==> images/detail.png <==
Scale bar: 5 µm. Region (56, 83) to (76, 103) µm. Cells in gray, sequential cells in the stronger gray; small squares are vias.
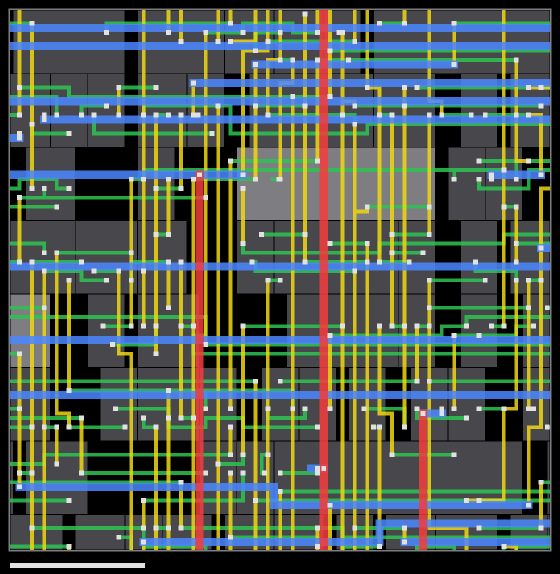
==> images/wires.png <==
Scale bar: 50 µm.
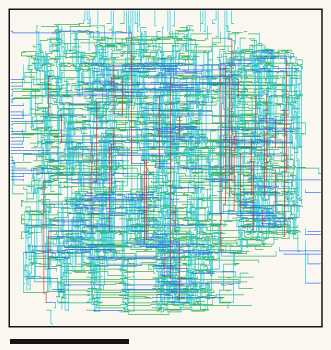
==> images/congestion.png <==
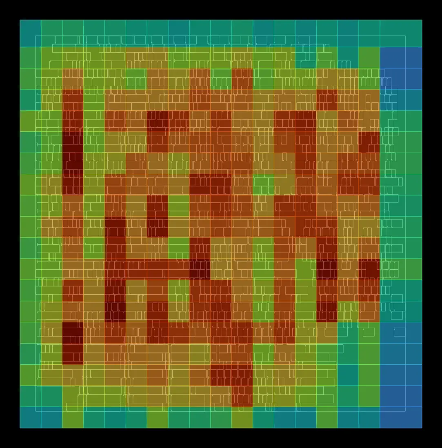
==> images/logic_types.png <==
Scale bar: 50 µm.
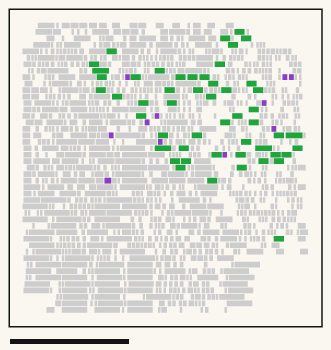
[config.mk]
export PLATFORM = sky130hd
export DESIGN_NAME = cpu_mc_core
export DESIGN_NICKNAME = d
export VERILOG_FILES = /design/src/rtl/cpu_pkg.sv /design/src/rtl/cpu_mc_core_regfile.sv /design/src/rtl/cpu_mc_core.sv
export SDC_FILE = /design/constraint.sdc
export NUM_CORES = 1
export LEC_CHECK = 0
export ABC_AREA = 1
export CORE_AREA = 5 5 126 128
export CTS_CLUSTER_SIZE = 8
export DETAILED_ROUTE_END_ITERATION = 7
export DIE_AREA = 0 0 131 133
export HOLD_SLACK_MARGIN = 0.15
export PLACE_DENSITY = 0.84
export REMOVE_ABC_BUFFERS = 1
export SYNTH_ARGS = -nofsm -noshare
export SYNTH_HDL_FRONTEND = slang
export SYNTH_SLANG_ARGS = --single-unit
[constraint.sdc]
create_clock -name CLK -period 4.8 [get_ports CLK]
set_clock_uncertainty 0.05 [all_clocks]
set_input_delay 0.72 -clock CLK [delete_from_list [all_inputs] [get_ports CLK]]
set_output_delay 0.72 -clock CLK [all_outputs]
set_load 0.02 [all_outputs]
[src/rtl/cpu_pkg.sv]
// Shared definitions for the multi-cycle CPU: opcodes, ALU function codes and FSM state encodings.
package cpu_pkg;

  localparam logic [3:0] OP_RTYPE = 4'b0000;
  localparam logic [3:0] OP_LB    = 4'b0010;
  localparam logic [3:0] OP_SB    = 4'b0100;
  localparam logic [3:0] OP_ADDI  = 4'b0101;
  localparam logic [3:0] OP_ANDI  = 4'b0110;
  localparam logic [3:0] OP_ORI   = 4'b0111;
  localparam logic [3:0] OP_BEQ   = 4'b1000;
  localparam logic [3:0] OP_BNE   = 4'b1001;
  localparam logic [3:0] OP_JMP   = 4'b1111;

  localparam logic [2:0] FS_ADD = 3'd0;
  localparam logic [2:0] FS_SUB = 3'd1;
  localparam logic [2:0] FS_SLL = 3'd2;
  localparam logic [2:0] FS_SRL = 3'd3;
  localparam logic [2:0] FS_SRA = 3'd4;
  localparam logic [2:0] FS_AND = 3'd5;
  localparam logic [2:0] FS_OR  = 3'd6;
  localparam logic [2:0] FS_XOR = 3'd7;

  typedef enum logic [2:0] {
    S_FETCH  = 3'd0,
    S_DECODE = 3'd1,
    S_EXEC   = 3'd2,
    S_MEM    = 3'd3,
    S_WB     = 3'd4
  } state_t;

  function automatic logic writes_rd(input logic [3:0] op);
    return (op == OP_RTYPE) || (op == OP_LB) || (op == OP_ADDI) ||
           (op == OP_ANDI) || (op == OP_ORI);
  endfunction

endpackage

[src/rtl/cpu_mc_core_regfile.sv]
// 8-entry register file: two asynchronous read ports, one synchronous write port.
module regfile_p #(
  parameter int DW      = 8,
  parameter bit R0_ZERO = 1'b1
) (
  input  logic          CLK,
  input  logic          RESET,
  input  logic          we_i,
  input  logic [2:0]    wa_i,
  input  logic [DW-1:0] wd_i,
  input  logic [2:0]    ra_a_i,
  input  logic [2:0]    ra_b_i,
  output logic [DW-1:0] rd_a_o,
  output logic [DW-1:0] rd_b_o
);

  logic [DW-1:0] regs_q [8];

  always_ff @(posedge CLK) begin
    if (RESET) begin
      for (int i = 0; i < 8; i++) regs_q[i] <= '0;
    end else if (we_i && !(R0_ZERO && (wa_i == 3'd0))) begin
      regs_q[wa_i] <= wd_i;
    end
  end

  assign rd_a_o = (R0_ZERO && (ra_a_i == 3'd0)) ? '0 : regs_q[ra_a_i];
  assign rd_b_o = (R0_ZERO && (ra_b_i == 3'd0)) ? '0 : regs_q[ra_b_i];

endmodule

[src/rtl/cpu_mc_core.sv]
// Multi-cycle CPU core with req/ack instruction and data ports; AW must be at least 8.
module cpu_mc_core
  import cpu_pkg::*;
#(
  parameter int DW       = 8,
  parameter int AW       = 8,
  parameter int RESET_PC = 0,
  parameter bit R0_ZERO  = 1'b1
) (
  input  logic          CLK,
  input  logic          RESET,
  input  logic          EN_L,
  output logic          imem_req,
  output logic [AW-1:0] imem_addr,
  input  logic          imem_ack,
  input  logic [15:0]   imem_rdata,
  output logic          dmem_req,
  output logic          dmem_we,
  output logic [AW-1:0] dmem_addr,
  output logic [DW-1:0] dmem_wdata,
  input  logic          dmem_ack,
  input  logic [DW-1:0] dmem_rdata,
  output logic [AW-1:0] PC,
  output logic [2:0]    state_o
);

  // state    | meaning
  // FETCH    | request instruction at PC, latch IR on ack
  // DECODE   | latch RA/RB register values into A/B
  // EXEC     | latch ALU result / memory address and next PC
  // MEM      | LB/SB data handshake, latch load data on ack
  // WB       | register write-back and PC update

  localparam int SW = $clog2(DW);

  state_t        state_q, state_d;
  logic [AW-1:0] pc_q, pc_d, npc_q, npc_d, npc;
  logic [15:0]   ir_q, ir_d;
  logic [DW-1:0] a_q, a_d, b_q, b_d, res_q, res_d, ld_q, ld_d;
  logic          ifl_q, ifl_d;
  logic          rf_we;
  logic [DW-1:0] rf_a, rf_b, alu_y;

  logic [3:0]    op;
  logic [DW-1:0] imm_dw;
  logic [AW-1:0] off_aw, pc_inc;
  logic [SW-1:0] shamt;

  assign op     = ir_q[15:12];
  assign imm_dw = {{(DW-6){ir_q[5]}}, ir_q[5:0]};
  assign off_aw = {{(AW-7){ir_q[5]}}, ir_q[5:0], 1'b0};
  assign pc_inc = pc_q + AW'(2);
  assign shamt  = b_q[SW-1:0];

  regfile_p #(.DW(DW), .R0_ZERO(R0_ZERO)) u_rf (
    .CLK    (CLK),
    .RESET  (RESET),
    .we_i   (rf_we),
    .wa_i   ((op == OP_RTYPE) ? ir_q[5:3] : ir_q[8:6]),
    .wd_i   ((op == OP_LB) ? ld_q : res_q),
    .ra_a_i (ir_q[11:9]),
    .ra_b_i (ir_q[8:6]),
    .rd_a_o (rf_a),
    .rd_b_o (rf_b)
  );

  // Non-R-type ops reuse the adder for ADDI and the LB/SB address.
  always_comb begin
    alu_y = '0;
    if (op == OP_RTYPE) begin
      unique case (ir_q[2:0])
        FS_ADD: alu_y = a_q + b_q;
        FS_SUB: alu_y = a_q - b_q;
        FS_SLL: alu_y = a_q << shamt;
        FS_SRL: alu_y = a_q >> shamt;
        FS_SRA: alu_y = $signed(a_q) >>> shamt;
        FS_AND: alu_y = a_q & b_q;
        FS_OR:  alu_y = a_q | b_q;
        FS_XOR: alu_y = a_q ^ b_q;
      endcase
    end else begin
      case (op)
        OP_ANDI: alu_y = a_q & imm_dw;
        OP_ORI:  alu_y = a_q | imm_dw;
        default: alu_y = a_q + imm_dw;
      endcase
    end
  end

  always_comb begin
    npc = pc_inc;
    case (op)
      OP_BEQ:  if (a_q == b_q) npc = pc_inc + off_aw;
      OP_BNE:  if (a_q != b_q) npc = pc_inc + off_aw;
      OP_JMP:  npc = AW'({ir_q[11:0], 1'b0});
      default: npc = pc_inc;
    endcase
  end

  // Once a fetch is outstanding EN_L no longer matters, so the handshake always completes.
  assign imem_req   = (state_q == S_FETCH) && (ifl_q || !EN_L);
  assign imem_addr  = pc_q;
  assign dmem_req   = (state_q == S_MEM);
  assign dmem_we    = dmem_req && (op == OP_SB);
  assign dmem_addr  = AW'(res_q);
  assign dmem_wdata = b_q;
  assign PC         = pc_q;
  assign state_o    = state_q;

  always_comb begin
    state_d = state_q;
    pc_d    = pc_q;
    npc_d   = npc_q;
    ir_d    = ir_q;
    a_d     = a_q;
    b_d     = b_q;
    res_d   = res_q;
    ld_d    = ld_q;
    ifl_d   = ifl_q;
    rf_we   = 1'b0;
    unique case (state_q)
      S_FETCH: begin
        if (imem_req) begin
          ifl_d = !imem_ack;
          if (imem_ack) begin
            ir_d    = imem_rdata;
            state_d = S_DECODE;
          end
        end
      end
      S_DECODE: begin
        a_d     = rf_a;
        b_d     = rf_b;
        state_d = S_EXEC;
      end
      S_EXEC: begin
        res_d   = alu_y;
        npc_d   = npc;
        state_d = ((op == OP_LB) || (op == OP_SB)) ? S_MEM : S_WB;
      end
      S_MEM: begin
        if (dmem_ack) begin
          ld_d    = dmem_rdata;
          state_d = S_WB;
        end
      end
      S_WB: begin
        rf_we   = writes_rd(op);
        pc_d    = npc_q;
        state_d = S_FETCH;
      end
      default: state_d = S_FETCH;
    endcase
  end

  always_ff @(posedge CLK) begin
    if (RESET) begin
      state_q <= S_FETCH;
      pc_q    <= AW'(RESET_PC);
      npc_q   <= '0;
      ir_q    <= '0;
      a_q     <= '0;
      b_q     <= '0;
      res_q   <= '0;
      ld_q    <= '0;
      ifl_q   <= 1'b0;
    end else begin
      state_q <= state_d;
      pc_q    <= pc_d;
      npc_q   <= npc_d;
      ir_q    <= ir_d;
      a_q     <= a_d;
      b_q     <= b_d;
      res_q   <= res_d;
      ld_q    <= ld_d;
      ifl_q   <= ifl_d;
    end
  end

endmodule

==> flow_metrics.tcl <==
# collected from the flow reports
set metrics [dict create \
    status "complete, no violations" \
    async_flop_share_pct 0 \
    grt-ovfl-total 0 \
    leakagePower_uw 0.00428 \
    p_int_uw 2450 \
    dieHeight_um 133 \
    dp_cells 1455 \
    wl_per_cell_um 18.0 \
    first_global_vias 8095 \
    synth.yosys.seq_area_share_pct 37.5 \
    whs_ps 405 \
    post-cts-setup-buffers 0 \
    cts_tree "built" \
    r2r-start "dmem_wdata[1]$_SDFFE_PP0N_" \
    max_slew.worst_pin.slew_ps 1320 \
    drc 0 \
    yosysWarningCount 0 \
    max_stage_delay_ps 680 \
    via_per_inst 6.02 \
    r2r_end "npc_q[6]$_SDFFE_PP0P_" \
    dieWidth_um 131 \
    seq_power_share_pct 36.9 \
    final_hold_viol_count 0 \
    drv_slew 0 \
    grt_first_pass_wirelength_mm 42.0 \
    finalPower_uw 3970 \
    fp_util_pct 61.5 \
    p_sw_uw 1520 \
    ant_nets 0 \
    place_area_mm2 0.00974 \
    htree_levels 4 \
    critical_path_required_ps 5070 \
    min_from "ld_q[7]$_SDFFE_PP0P_" \
    xor_share_pct 0.676 \
    ys_area_mm2 0.00906 \
    worst-r2r-cell-count 12 \
    max_cap_viol_count 0 \
    drive_gt1_share_pct 5.85 \
    routabilityCongestion 1.00 \
    ctsRootBufferMaster "clkbuf_16" \
    setup_ws_ps 1640 \
    ys_cells 1250 \
    grt_max_degree 58 \
    ys.flop_type "dfxtp_1" \
    syn_to_final_growth_pct 13.9 \
    adder_share_pct 7.37 \
    critPathLaunch "dmem_wdata[1]$_SDFFE_PP0N_" \
    finalSetupTns_ps 0 \
]
## Picture notes: detail.png
[green] metal 1
[blue] metal 3
[red] metal 4
[yellow] metal 2
sequential cells in the window: 1
netlist names of flops here include: ir_q (1)
most frequent: nand2_1 (13), inv_1 (11)
cells with their middle in the window: 47

## Picture notes: wires.png
[red] metal 4 | wire length: 1150 µm
[blue] metal 3 | wire length: 3250 µm
[cyan] metal 2 | wire length: 11600 µm
[green] metal 1 | wire length: 10800 µm
total track usage: 31.2%
DR vias: 8953
final WL: 26.8 mm

## Picture notes: congestion.png
GRT busiest layer: met2
grt met3 use: 7.35%
met1 GRT Util: 43.6%
Final Core Density: 70.0%

## Picture notes: logic_types.png
[green] adder and majority cells | cells: 51
[purple] AND and OR gates | cells: 11
Commonest Layout Cell: nand2_1
logic share of the area: 47.3%
fin cells: 1487

-- area by class of cell --
cell class / instances / area (µm²)
repair buffers: 70 / 691
clock inverters: 14 / 153
clock buffers: 18 / 429
inverters: 140 / 531
well taps: 188 / 235
multi-input cells: 919 / 4880
fillers: 1208 / 4430
flip-flops and latches: 138 / 3400
-- metal layers --
layer | wire (µm) | up-vias | GRT usage, %
met5 | 0 | - | 0
met4 | 1150 | 0 | 13.6
met3 | 3250 | 91 | 7.35
met2 | 11600 | 536 | 45.9
met1 | 10800 | 4061 | 43.6
li1 | - | 4265 | -
-- sequential cells by signal, indices dropped and copies added, names as in the netlist, named ones only --
register	count
u_rf.regs_q	64
ir_q	16
PC	8
a_q	8
dmem_addr	8
dmem_wdata	8
ld_q	8
npc_q	8
state_o	3
ifl_q	1
-- synth_stat cells, types with 3 or more instances --
| library cell | instances | share of area, % |
|---|---|---|
| inv_1 | 131 | 5.4 |
| dfxtp_1 | 74 | 16 |
| o21ai_1 | 4 | 0.22 |
| nand2_1 | 239 | 9.9 |
| o22ai_1 | 7 | 0.48 |
| xor2_1 | 7 | 0.68 |
| nand2_4 | 6 | 0.75 |
| mux2i_1 | 4 | 0.44 |
| fa_1 | 4 | 0.88 |
| nor2_1 | 142 | 5.9 |
| nor3_1 | 8 | 0.44 |
| buf_2 | 7 | 0.39 |
| nor2_4 | 3 | 0.37 |
| o211ai_1 | 35 | 2.9 |
| nand4_1 | 14 | 0.97 |
| nand3_1 | 101 | 5.6 |
| edfxtp_1 | 64 | 21 |
| inv_2 | 7 | 0.29 |
| ha_1 | 47 | 6.5 |
| clkbuf_1 | 41 | 1.7 |
| or2_2 | 8 | 0.55 |
| a21oi_1 | 118 | 6.5 |
| a31oi_1 | 6 | 0.41 |
| buf_4 | 8 | 0.66 |
| o21ai_0 | 132 | 7.3 |
